Fig. 1: run 1, cell area per tile
The bar under the picture is 20 um long. The die is cut into 11 by 11 equal tiles; dark purple is low, yellow is high, 0 to 100% covered.
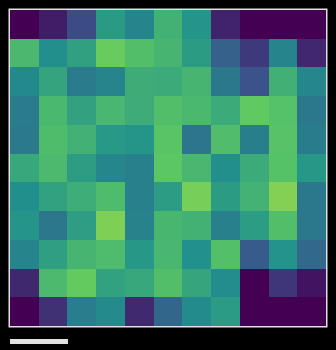
Fig. 2: run 1, register map, names as in the netlist
The bar under the picture is 20 um long. Other sequential cells in the stronger gray, the rest of the logic in the fainter gray.
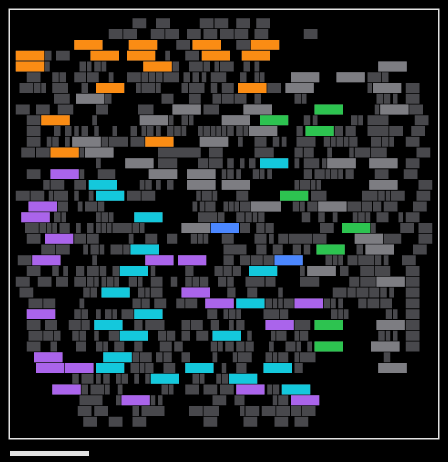
Fig. 3: run 1, the clock network
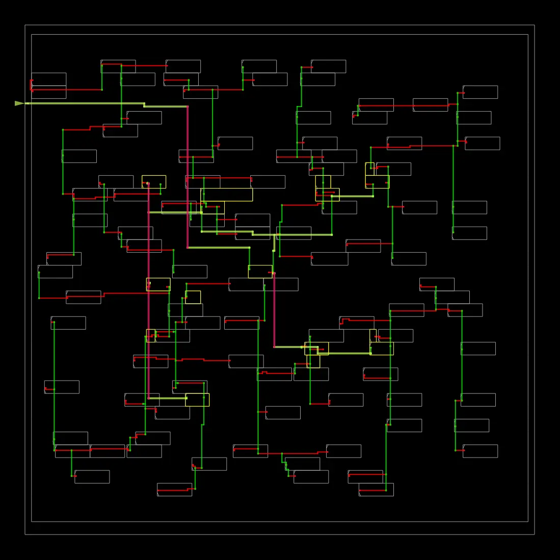
Fig. 4: run 1, signal metal coverage by tile
The die is cut into 22 by 22 equal tiles; dark purple is low, yellow is high, scaled to the fullest tile. Values are wire area over tile area, all layers added.
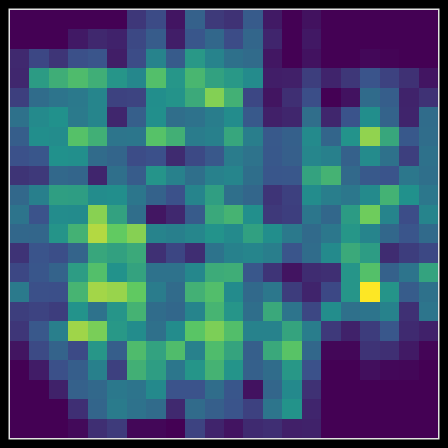
**config.mk**
```make
export PLATFORM = sky130hd
export DESIGN_NAME = bus_control_unit
export DESIGN_NICKNAME = d
export VERILOG_FILES = /design/src/rtl/bus_control_unit.sv
export SDC_FILE = /design/constraint.sdc
export NUM_CORES = 1
export LEC_CHECK = 0
export CORE_UTILIZATION = 40
export DETAILED_ROUTE_END_ITERATION = 10
export PLACE_DENSITY = 0.67
export SLEW_MARGIN = 40
export SYNTH_ARGS = -nofsm -noshare
export SYNTH_HDL_FRONTEND = slang
export SYNTH_SLANG_ARGS = --single-unit
```
**constraint.sdc**
```tcl
create_clock -name clk -period 6.4 [get_ports clk]
set_input_delay 1.92 -clock clk [delete_from_list [all_inputs] [get_ports clk]]
set_output_delay 1.92 -clock clk [all_outputs]
set_load 0.03 [all_outputs]
```
**src/rtl/bus_control_unit.sv**
```systemverilog
// rtl/bus_control_unit.sv - responder for sequencer READ/WRITE commands onto a 16-bit external bus
module bus_control_unit (
    input  logic        clk,
    input  logic        reset,
    input  logic [1:0]  bus_command,
    input  logic [19:0] bus_address,
    input  logic        bus_word,
    input  logic [15:0] data_out,
    output logic [15:0] data_in,
    output logic        bus_command_done,
    output logic [18:0] mem_addr,
    output logic [1:0]  mem_byte_en,
    output logic        mem_rd,
    output logic        mem_wr,
    output logic [15:0] mem_wdata,
    input  logic [15:0] mem_rdata,
    input  logic        mem_ready
);
    typedef enum logic [1:0] {S_IDLE, S_T1, S_T2, S_DONE} state_t;

    localparam logic [1:0] CMD_READ  = 2'd1;
    localparam logic [1:0] CMD_WRITE = 2'd2;

    state_t      state_q, state_d;
    logic        write_q, write_d;
    logic [19:0] addr_q, addr_d;
    logic        word_q, word_d;
    logic [15:0] wbuf_q, wbuf_d;
    logic        split_q, split_d;
    logic        second_q, second_d;
    logic [7:0]  lo_q, lo_d;
    logic [15:0] data_in_q, data_in_d;
    logic        done_q, done_d;
    logic [18:0] mem_addr_q, mem_addr_d;
    logic [1:0]  be_q, be_d;
    logic        rd_q, rd_d;
    logic        wr_q, wr_d;
    logic [15:0] wdata_q, wdata_d;

    always_comb begin
        state_d    = state_q;
        write_d    = write_q;
        addr_d     = addr_q;
        word_d     = word_q;
        wbuf_d     = wbuf_q;
        split_d    = split_q;
        second_d   = second_q;
        lo_d       = lo_q;
        data_in_d  = data_in_q;
        done_d     = 1'b0;
        mem_addr_d = mem_addr_q;
        be_d       = be_q;
        rd_d       = 1'b0;
        wr_d       = 1'b0;
        wdata_d    = wdata_q;

        unique case (state_q)
            S_IDLE: begin
                second_d = 1'b0;
                if (bus_command == CMD_READ || bus_command == CMD_WRITE) begin
                    state_d    = S_T1;
                    write_d    = (bus_command == CMD_WRITE);
                    addr_d     = bus_address;
                    word_d     = bus_word;
                    wbuf_d     = data_out;
                    split_d    = bus_word & bus_address[0];
                    mem_addr_d = bus_address[19:1];
                    // Odd addresses always start on the high lane; a word there spills into the next word.
                    if (bus_address[0])
                        be_d = 2'b10;
                    else
                        be_d = bus_word ? 2'b11 : 2'b01;
                    if (!bus_word)
                        wdata_d = {data_out[7:0], data_out[7:0]};
                    else if (bus_address[0])
                        wdata_d = {data_out[7:0], 8'h00};
                    else
                        wdata_d = data_out;
                end
            end
            S_T1: begin
                state_d = S_T2;
                rd_d    = !write_q;
                wr_d    = write_q;
            end
            S_T2: begin
                if (!mem_ready) begin
                    rd_d = rd_q;
                    wr_d = wr_q;
                end else if (split_q && !second_q) begin
                    state_d    = S_T1;
                    second_d   = 1'b1;
                    lo_d       = mem_rdata[15:8];
                    mem_addr_d = addr_q[19:1] + 19'd1;
                    be_d       = 2'b01;
                    wdata_d    = {8'h00, wbuf_q[15:8]};
                end else begin
                    state_d = S_DONE;
                    done_d  = 1'b1;
                    if (!write_q) begin
                        if (second_q)
                            data_in_d = {mem_rdata[7:0], lo_q};
                        else if (word_q)
                            data_in_d = mem_rdata;
                        else if (addr_q[0])
                            data_in_d = {8'h00, mem_rdata[15:8]};
                        else
                            data_in_d = {8'h00, mem_rdata[7:0]};
                    end
                end
            end
            S_DONE: begin
                state_d = S_IDLE;
            end
            default: state_d = S_IDLE;
        endcase
    end

    always_ff @(posedge clk) begin
        if (reset) begin
            state_q    <= S_IDLE;
            write_q    <= 1'b0;
            addr_q     <= '0;
            word_q     <= 1'b0;
            wbuf_q     <= '0;
            split_q    <= 1'b0;
            second_q   <= 1'b0;
            lo_q       <= '0;
            data_in_q  <= '0;
            done_q     <= 1'b0;
            mem_addr_q <= '0;
            be_q       <= '0;
            rd_q       <= 1'b0;
            wr_q       <= 1'b0;
            wdata_q    <= '0;
        end else begin
            state_q    <= state_d;
            write_q    <= write_d;
            addr_q     <= addr_d;
            word_q     <= word_d;
            wbuf_q     <= wbuf_d;
            split_q    <= split_d;
            second_q   <= second_d;
            lo_q       <= lo_d;
            data_in_q  <= data_in_d;
            done_q     <= done_d;
            mem_addr_q <= mem_addr_d;
            be_q       <= be_d;
            rd_q       <= rd_d;
            wr_q       <= wr_d;
            wdata_q    <= wdata_d;
        end
    end

    assign data_in          = data_in_q;
    assign bus_command_done = done_q;
    assign mem_addr         = mem_addr_q;
    assign mem_byte_en      = be_q;
    assign mem_rd           = rd_q;
    assign mem_wr           = wr_q;
    assign mem_wdata        = wdata_q;
endmodule
```
==> results.txt, run 1 <==
crit path kind: input port to flop
CP startpoint kind: input port
# Cells Yosys: 556
die width: 108 um
routed wire length: 12,300 um
reg2reg end: data_in[12]
CP Max Fanout: 41
critical path depth in cells: 8
post-synthesis register bit count: 98
DR WL/cell: 15.7 um
Synth cell types: 49
Post-synth EDFFs: 0
Basic Gates by Area: 25.0%
DP Cell Count: 765
DP Area: 0.00565 sq mm
Log Warnings: 28
critical path endpoint: mem_wdata[0]
antenna violations before repair: 0
most common cell in the synthesized netlist: nand2_1
CP arrival: 3990 ps
root buf cell: clkbuf_8
total global routing overflow: 0
diode count: 0
Vias/cell: 5.52
RSZ-0062 raised after global routing: no
Row Count: 38
H-tree depth: 3
Seq area share: 33.6%
critical path launch point: bus_command[0]
yosys adder share: 0.556%
status: completed
pwr/cell area: 256 mW/mm^2
post-synth top area cell: dfxtp_1
multi-input gates: 402
cell family with most CP delay: buffers and inverters
launching point of the worst reg2reg path: second_q
GRT Total Usage: 21.1%
About Fig. 1:
- nearly empty tiles: 7.4%
- tiles over 75% full: 5.0%
- fullest tile: 81%
- mean over tiles: 49%

About Fig. 2:
- orange: mem_wdata (flops 16)
- purple: mem_addr (flops 19)
- cyan: addr_q (flops 20)
- blue: state_q (flops 2)
- green: lo_q (flops 8)
- not colored: 33

About Fig. 3:
Power Clock: 403 uW
skew final: 14.7 ps
Seq cells: 98
CTS Sinks: 98
CTS buffer count: 9

About Fig. 4:
- mean over tiles: 0.17
- densest ninth of the die: left middle
- tiles over half the peak: 20%
- fullest tile: 0.53
- nearly empty tiles: 14%
- emptiest ninth of the die: bottom right

run 1: cells in the final DEF (no fill, tap or decap), types with 8 or more instances in the layout:
| cell | n |
|---|---|
| nand4_1 | 17 |
| o21ai_0 | 9 |
| a221oi_1 | 12 |
| o211ai_1 | 14 |
| a21oi_1 | 63 |
| nand2_1 | 106 |
| clkdlybuf4s50_1 | 112 |
| nand3_1 | 18 |
| dfxtp_1 | 97 |
| inv_1 | 8 |
| nor2_1 | 38 |
| nor3_1 | 20 |
| mux2_2 | 16 |
| clkbuf_8 | 9 |
| nand2b_1 | 12 |
run 1: power breakdown:
group / leakage, uW / switching, uW / internal (uW) / total, uW
clock: 0.0000966 / 222 / 182 / 403
sequential: 0.000802 / 46.8 / 664 / 711
combinational: 0.00108 / 222 / 159 / 381
Fig. 5: run 1, metal layers overlaid
Two of the layers only.
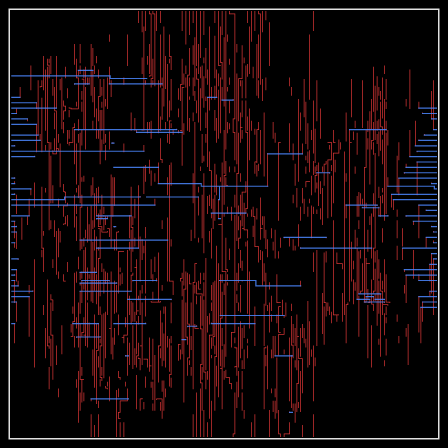

==> run 2: changes to the inputs <==
==> constraint.sdc (replaced) <==
create_clock -name clk -period 3.65 [get_ports clk]
set_input_delay 1.095 -clock clk [delete_from_list [all_inputs] [get_ports clk]]
set_output_delay 1.095 -clock clk [all_outputs]
set_load 0.03 [all_outputs]
Fig. 6: run 2, metal layers overlaid
Two of the layers only.
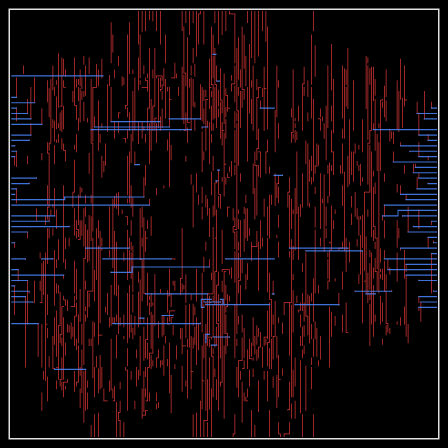
- blue: met3 (wire length 727 um)
- red: met2 (wire length 5,700 um)

==> run 2 against run 1 <==
Compared with the run above: die size unchanged; area after synthesis unchanged; power increased by 76%; utilization increased by 0.69 points; final cell count increased by 1.2%; sequential power increased by 76%; flip-flop count unchanged; global-route usage increased by 0.64 points; register-to-register slack got worse by 2600 ps; count of clock-buffer cells in the layout unchanged; highest routed layer unchanged.
==> results.txt, run 2 <==
status: completed
multi-input gates: 402 (unchanged)
CP Max Fanout: 35 (-15%)
RSZ-0062 raised after global routing: no
post-synth top area cell: dfxtp_1
CTS Sinks: 98 (unchanged)
Power Clock: 698 uW (+73%)
launching point of the worst reg2reg path: state_q[0]
reg2reg end: mem_wdata[6]
Synth cell types: 49 (unchanged)
CTS buffer count: 9 (unchanged)
die width: 108 um (unchanged)
H-tree depth: 3 (unchanged)
Pint: 1780 uW (+77%)
Log Warnings: 26 (-7.1%)
root buf cell: clkbuf_8
CP arrival: 3250 ps (-740 ps)
clock share of power: 26.5% (-0.5 points)
Pwr top: registers
total global routing overflow: 0 (unchanged)
critical path endpoint: mem_addr[4]
==> run 2: cell count changes in the layout (fill, tap and decap cells not counted), sizes merged <==
cell  change
buf       +9
==> run 2: tightest hold or removal path, cell delays in order, from the launching register on <==
cell	delay, ps
dfxtp_1	310
nand2_1	50
a21oi_1	50
==> run 2: through the flow <==
step           power (uW)  area, sq um
4_1_cts              2660         5920
2_1_floorplan        1660         4500
3_3_place_gp         1950         5730
5_1_grt              2770         5920
6_report             2640         5920
3_5_place_dp         1960         5730
==> run 2: worst min-delay path by stage <==
stage          slack [ps]  endpoint
2_1_floorplan         430   lo_q[0]
3_3_place_gp          440   lo_q[7]
3_5_place_dp          440   lo_q[3]
4_1_cts               460   lo_q[3]
5_1_grt               480   lo_q[5]
6_report              450   lo_q[3]
No activity file was given, so power comes from the tool's default toggle rates.
